--- config.mk ---
export PLATFORM = sky130hd
export DESIGN_NAME = mc_core_hs
export DESIGN_NICKNAME = d
export VERILOG_FILES = /design/src/rtl/mc_core_hs.sv
export SDC_FILE = /design/constraint.sdc
export NUM_CORES = 1
export LEC_CHECK = 0
export ABC_CLOCK_PERIOD_IN_PS = 9750
export CAP_MARGIN = 10
export CORE_ASPECT_RATIO = 1.5
export CORE_MARGIN = 2
export CORE_UTILIZATION = 55
export DETAILED_ROUTE_END_ITERATION = 12
export GPL_TIMING_DRIVEN = 0
export HOLD_SLACK_MARGIN = 0.08
export PLACE_DENSITY = 0.79
export SLEW_MARGIN = 20
export SYNTH_ARGS = -nofsm -noshare
export SYNTH_HDL_FRONTEND = slang
export SYNTH_SLANG_ARGS = --single-unit
--- constraint.sdc ---
create_clock -name clk -period 9.75 [get_ports clk]
set_input_delay 1.4625 -clock clk [delete_from_list [all_inputs] [get_ports clk]]
set_output_delay 1.4625 -clock clk [all_outputs]
set_load 0.02 [all_outputs]
--- src/rtl/mc_core_hs.sv ---
// Multicycle accumulator core: register file, datapath and control FSM behind a single
// req/ack memory port that tolerates any number of wait states.
module mc_core_hs #(
    parameter int unsigned DATA_W   = 16,
    parameter int unsigned ADDR_W   = 12,
    parameter int unsigned NREGS    = 8,
    parameter int unsigned RESET_PC = 0
) (
    input  logic              clk,
    input  logic              reset,
    output logic              mem_req,
    output logic              mem_we,
    output logic [ADDR_W-1:0] mem_addr,
    output logic [DATA_W-1:0] mem_wdata,
    input  logic [DATA_W-1:0] mem_rdata,
    input  logic              mem_ack,
    output logic              halted,
    output logic              illegal,
    output logic [ADDR_W-1:0] pc_dbg,
    output logic [DATA_W-1:0] acc_dbg
);

    localparam int unsigned RW = $clog2(NREGS);

    localparam logic [3:0] OpLoad  = 4'b0000;
    localparam logic [3:0] OpStore = 4'b0001;
    localparam logic [3:0] OpJump  = 4'b0010;
    localparam logic [3:0] OpBrz   = 4'b0100;
    localparam logic [3:0] OpAlu   = 4'b1000;
    localparam logic [3:0] OpHalt  = 4'b1001;

    localparam logic [2:0] FnMovTo = 3'b000;
    localparam logic [2:0] FnMovFr = 3'b001;
    localparam logic [2:0] FnAdd   = 3'b010;
    localparam logic [2:0] FnSub   = 3'b011;
    localparam logic [2:0] FnAnd   = 3'b100;
    localparam logic [2:0] FnOr    = 3'b101;
    localparam logic [2:0] FnNot   = 3'b110;
    localparam logic [2:0] FnNop   = 3'b111;

    typedef enum logic [2:0] {
        StBoot,
        StFetch,
        StDecode,
        StMem,
        StExec,
        StWb,
        StHalt
    } state_e;

    state_e            state;
    logic [ADDR_W-1:0] pc;
    logic [DATA_W-1:0] ir;
    logic [DATA_W-1:0] reg_a;
    logic [DATA_W-1:0] reg_b;
    logic [DATA_W-1:0] alu_out;
    logic [DATA_W-1:0] rf [NREGS];

    logic [3:0]        op;
    logic [ADDR_W-1:0] addr_f;
    logic [RW-1:0]     rn;
    logic [2:0]        func;
    logic              r0_zero;
    logic [DATA_W-1:0] alu_res;

    assign op      = ir[DATA_W-1 -: 4];
    assign addr_f  = ir[ADDR_W-1:0];
    assign rn      = ir[ADDR_W-1 -: RW];
    assign func    = ir[2:0];
    assign r0_zero = (rf[0] == '0);

    assign pc_dbg  = pc;
    assign acc_dbg = rf[0];

    always_comb begin
        alu_res = reg_a;
        case (func)
            FnMovTo: alu_res = reg_a;
            FnMovFr: alu_res = reg_b;
            FnAdd:   alu_res = reg_a + reg_b;
            FnSub:   alu_res = reg_a - reg_b;
            FnAnd:   alu_res = reg_a & reg_b;
            FnOr:    alu_res = reg_a | reg_b;
            FnNot:   alu_res = ~reg_a;
            default: alu_res = reg_a;
        endcase
    end

    // Port outputs are registered: each transition into FETCH/MEM loads the request it will
    // present, so address and direction stay frozen for as long as ack is withheld.
    // mem_wdata is a shadow of R0, updated in the same places R0 is written.
    always_ff @(posedge clk or negedge reset) begin
        if (!reset) begin
            state     <= StBoot;
            pc        <= ADDR_W'(RESET_PC);
            ir        <= '0;
            reg_a     <= '0;
            reg_b     <= '0;
            alu_out   <= '0;
            for (int k = 0; k < NREGS; k++) rf[k] <= '0;
            mem_req   <= 1'b0;
            mem_we    <= 1'b0;
            mem_addr  <= '0;
            mem_wdata <= '0;
            halted    <= 1'b0;
            illegal   <= 1'b0;
        end else begin
            case (state)
                StBoot: begin
                    state    <= StFetch;
                    mem_req  <= 1'b1;
                    mem_we   <= 1'b0;
                    mem_addr <= pc;
                end
                StFetch: begin
                    if (mem_ack) begin
                        ir      <= mem_rdata;
                        pc      <= pc + ADDR_W'(1);
                        mem_req <= 1'b0;
                        state   <= StDecode;
                    end
                end
                StDecode: begin
                    reg_a <= rf[0];
                    reg_b <= rf[rn];
                    case (op)
                        OpJump: begin
                            pc       <= addr_f;
                            state    <= StFetch;
                            mem_req  <= 1'b1;
                            mem_we   <= 1'b0;
                            mem_addr <= addr_f;
                        end
                        OpBrz: begin
                            state    <= StFetch;
                            mem_req  <= 1'b1;
                            mem_we   <= 1'b0;
                            if (r0_zero) begin
                                pc       <= addr_f;
                                mem_addr <= addr_f;
                            end else begin
                                mem_addr <= pc;
                            end
                        end
                        OpLoad, OpStore: begin
                            state    <= StMem;
                            mem_req  <= 1'b1;
                            mem_we   <= (op == OpStore);
                            mem_addr <= addr_f;
                        end
                        OpAlu: begin
                            if (func == FnNop) begin
                                state    <= StFetch;
                                mem_req  <= 1'b1;
                                mem_we   <= 1'b0;
                                mem_addr <= pc;
                            end else begin
                                state <= StExec;
                            end
                        end
                        OpHalt: begin
                            state  <= StHalt;
                            halted <= 1'b1;
                        end
                        default: begin
                            state   <= StHalt;
                            halted  <= 1'b1;
                            illegal <= 1'b1;
                        end
                    endcase
                end
                StMem: begin
                    if (mem_ack) begin
                        if (!mem_we) begin
                            rf[0]     <= mem_rdata;
                            mem_wdata <= mem_rdata;
                        end
                        // Request stays high: the next fetch follows back-to-back.
                        state    <= StFetch;
                        mem_we   <= 1'b0;
                        mem_addr <= pc;
                    end
                end
                StExec: begin
                    alu_out <= alu_res;
                    state   <= StWb;
                end
                StWb: begin
                    if (func == FnMovTo) begin
                        rf[rn] <= alu_out;
                        if (rn == '0) mem_wdata <= alu_out;
                    end else begin
                        rf[0]     <= alu_out;
                        mem_wdata <= alu_out;
                    end
                    state    <= StFetch;
                    mem_req  <= 1'b1;
                    mem_we   <= 1'b0;
                    mem_addr <= pc;
                end
                StHalt: begin
                    mem_req <= 1'b0;
                end
                default: begin
                    state   <= StHalt;
                    mem_req <= 1'b0;
                    halted  <= 1'b1;
                end
            endcase
        end
    end

endmodule
**Sizing map**

Drawn at 2 px/um.
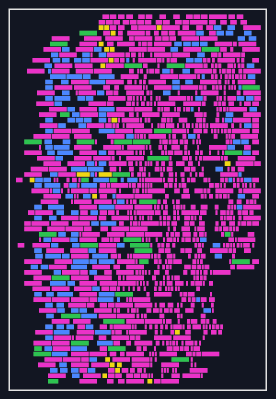
- drive 3 to 4: yellow (cells 22; most used buf_4)
- drive 6 and up: green (cells 36; most used clkbuf_16)
- drive 2: blue (cells 184; most used mux2_2)
- drive 1 or less: magenta (cells 1045; most used dfrtp_1)
PnR worst setup slack: 5.83 ns
area delta synth->final: 15.8%
Non-clk bufs: 172
Final Instance Area: 0.0146 sq mm

**M3 wires**

Drawn at 2 px/um.
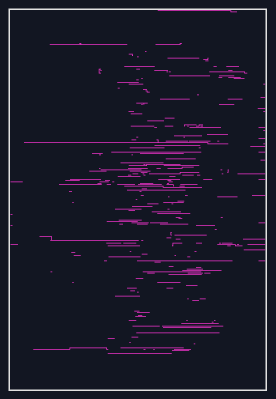
- share of all routed wire: 5.5%
- longest straight run: 91.8 um
- main direction: horizontal
- nets with wire on the layer: 141
DR vias: 9729
M3 GR Usage: 3.54%
DRT Wirelength: 34100 um

**Clock nets**

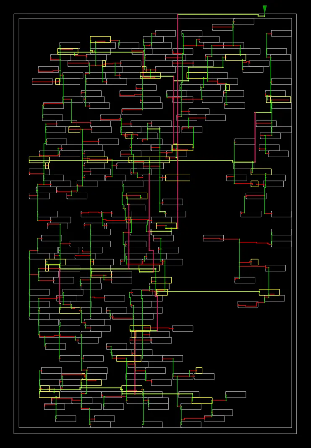
CTS buffer count: 25
worst skew pair latency: 0.52 ns
registers: 239
clk pwr: 0.940 mW
CLK BUF: 32

==> reports/metrics.cfg <==
[die]
dieWidth_um = 128
rows = 68
coreArea_sq_mm = 0.0228
die-height_um = 190

[pwr]
p_per_area_mw_per_mm2 = 407
p_seq_mw = 1.66
clkPwrFrac_pct = 15.8
comb_power_share_pct = 56.3
ir_drop_uv = 201
power_mw = 5.97
seq_power_share_pct = 27.9
power.group.top = combinational logic

[clock_tree]
path_clk_slew_ns = 0.07
postCtsSetupBuffers = 0
cts_num_sinks = 239
cts_hold_buffers = 0
htree_levels = 1

[worst_setup_path]
cp-start-kind = flop
reg2reg_to = alu_out[15]
cp-endpoint = alu_out[15]

[placement]
gp_congestion = 0.938
postPlaceCellArea_sq_mm = 0.0138
dpl.hpwl_um = 25000

[min_path]
min_path_cells = 1

[synthesis]
ys_ff = 239
synth-edff-count = 0
syn-num-nets = 1201
syn_area_sq_mm = 0.0126
ys_cells = 1162

[outcome]
status = finished, final reports clean

[sta]
fin_crit_ns = 3.92
hold_viol_final = 0
holdWs_ns = 0.453
setup_tns_ns = 0
rsz0062_at_grt = no
slew_headroom_pct = 35.6

[drt]
ant_nets = 0
drc = 0
viasPerCell = 6.21

[grt]
grt_overflow_total = 0
first_global_vias = 9990

[final_layout]
final_util_pct = 64.2
layout_top_cells = dfrtp_1, nand2_1, mux2_2
drive_above_1_share_pct = 18.8
finish.net_count = 1308
layout_top_cell = dfrtp_1
layout.cells.non_filler = 1567

[flow_run]
log.warning_count = 28

==> area by class of cell <==
class / count / area [sq um] / area share, %
multi-input combinational: 808 / 6150 / 42.0
sequential: 239 / 5980 / 40.8
timing repair buffer: 80 / 841 / 5.74
clock buffer: 32 / 672 / 4.59
buffer: 92 / 428 / 2.92
tap: 280 / 350 / 2.39
clock inverter: 13 / 135 / 0.923
inverter: 23 / 86.3 / 0.590
==> flip-flops by register name, summed over array words and instances, names as in the netlist, 3 cells and up <==
register,cells
reg_b,16
pc_dbg,12
acc_dbg,16
rf,112
alu_out,16
mem_addr,12
ir,16
reg_a,16
mem_wdata,16
state,3
==> worst max-delay path, stage by stage, from the launching register on <==
cell and delay (ns):
dfrtp_1 0.46, nor4_1 0.81, nand3_1 0.17, nand3b_1 0.25, o41ai_1 0.43, xor2_1 0.13, ha_1 0.38, nand2_1 0.12
or4_1 0.54, o211ai_1 0.24, xnor2_1 0.16, o21ai_0 0.11
==> synth_stat cells, drive strengths merged (3+ instances only) <==
| library cell | number | share of area [%] |
|---|---|---|
| a21oi | 57 | 2.3 |
| xnor2 | 16 | 1.1 |
| inv | 23 | 0.68 |
| nand3b | 5 | 0.30 |
| o2111ai | 3 | 0.21 |
| nor4b | 3 | 0.26 |
| a21o | 9 | 0.53 |
| and2 | 4 | 0.20 |
| xor2 | 4 | 0.28 |
| or4 | 3 | 0.18 |
| o211ai | 7 | 0.42 |
| nor2b | 15 | 0.74 |
| nand3 | 28 | 1.1 |
| o22ai | 17 | 0.84 |
| mux2i | 21 | 1.7 |
| o221a | 3 | 0.27 |
| mux4 | 32 | 5.7 |
| a31oi | 8 | 0.40 |
| o21a | 35 | 2.1 |
| clkbuf | 56 | 1.7 |
| o41ai | 3 | 0.21 |
| nor3b | 5 | 0.47 |
| nand2 | 144 | 4.3 |
| o21ai | 79 | 3.1 |
| nor2 | 40 | 1.2 |
| nand2b | 13 | 0.64 |
| o31a | 3 | 0.21 |
| buf | 36 | 1.7 |
| nand4 | 4 | 0.20 |
| nor4 | 5 | 0.25 |
| dfrtp | 239 | 47 |
| nor3 | 17 | 0.67 |
| a211oi | 5 | 0.30 |
| mux2 | 154 | 14 |
| and3 | 14 | 0.69 |
| ha | 19 | 1.9 |
| or3 | 5 | 0.25 |
==> cell families (layout without fill, tap and decap cells) <==
family | count (synthesis) | count (layout) | share of synthesized area, %
flip-flops | 239 | 239 | 47.3
AND-OR/OR-AND | 251 | 251 | 12.4
AND/OR/NAND/NOR | 310 | 310 | 11.8
adder cells (fa/ha/maj) | 20 | 20 | 2.04
multiplexers | 207 | 207 | 21.1
buffers and inverters | 115 | 240 | 4.07
XOR/XNOR | 20 | 20 | 1.39
==> per-layer routing <==
layer | GRT usage, % | part of all wire [%] | vias up
met5 | 0 | 0 | -
met4 | 16.9 | 6.4 | 0
met3 | 3.54 | 5.5 | 126
met1 | 32.9 | 37 | 4834
met2 | 49.9 | 51 | 368
li1 | - | - | 4401
==> how the worst min path moves through the flow <==
stage                     startpoint      to  slack, ns
after floorplan               rf[53]  rf[53]       0.45
after global placement        halted  halted       0.44
after detailed placement      halted  halted       0.45
after CTS                     halted  halted       0.46
after global routing          halted  halted       0.48
final                         halted  halted       0.45
Power figures rest on the tool's default switching activity, not on a simulated workload.
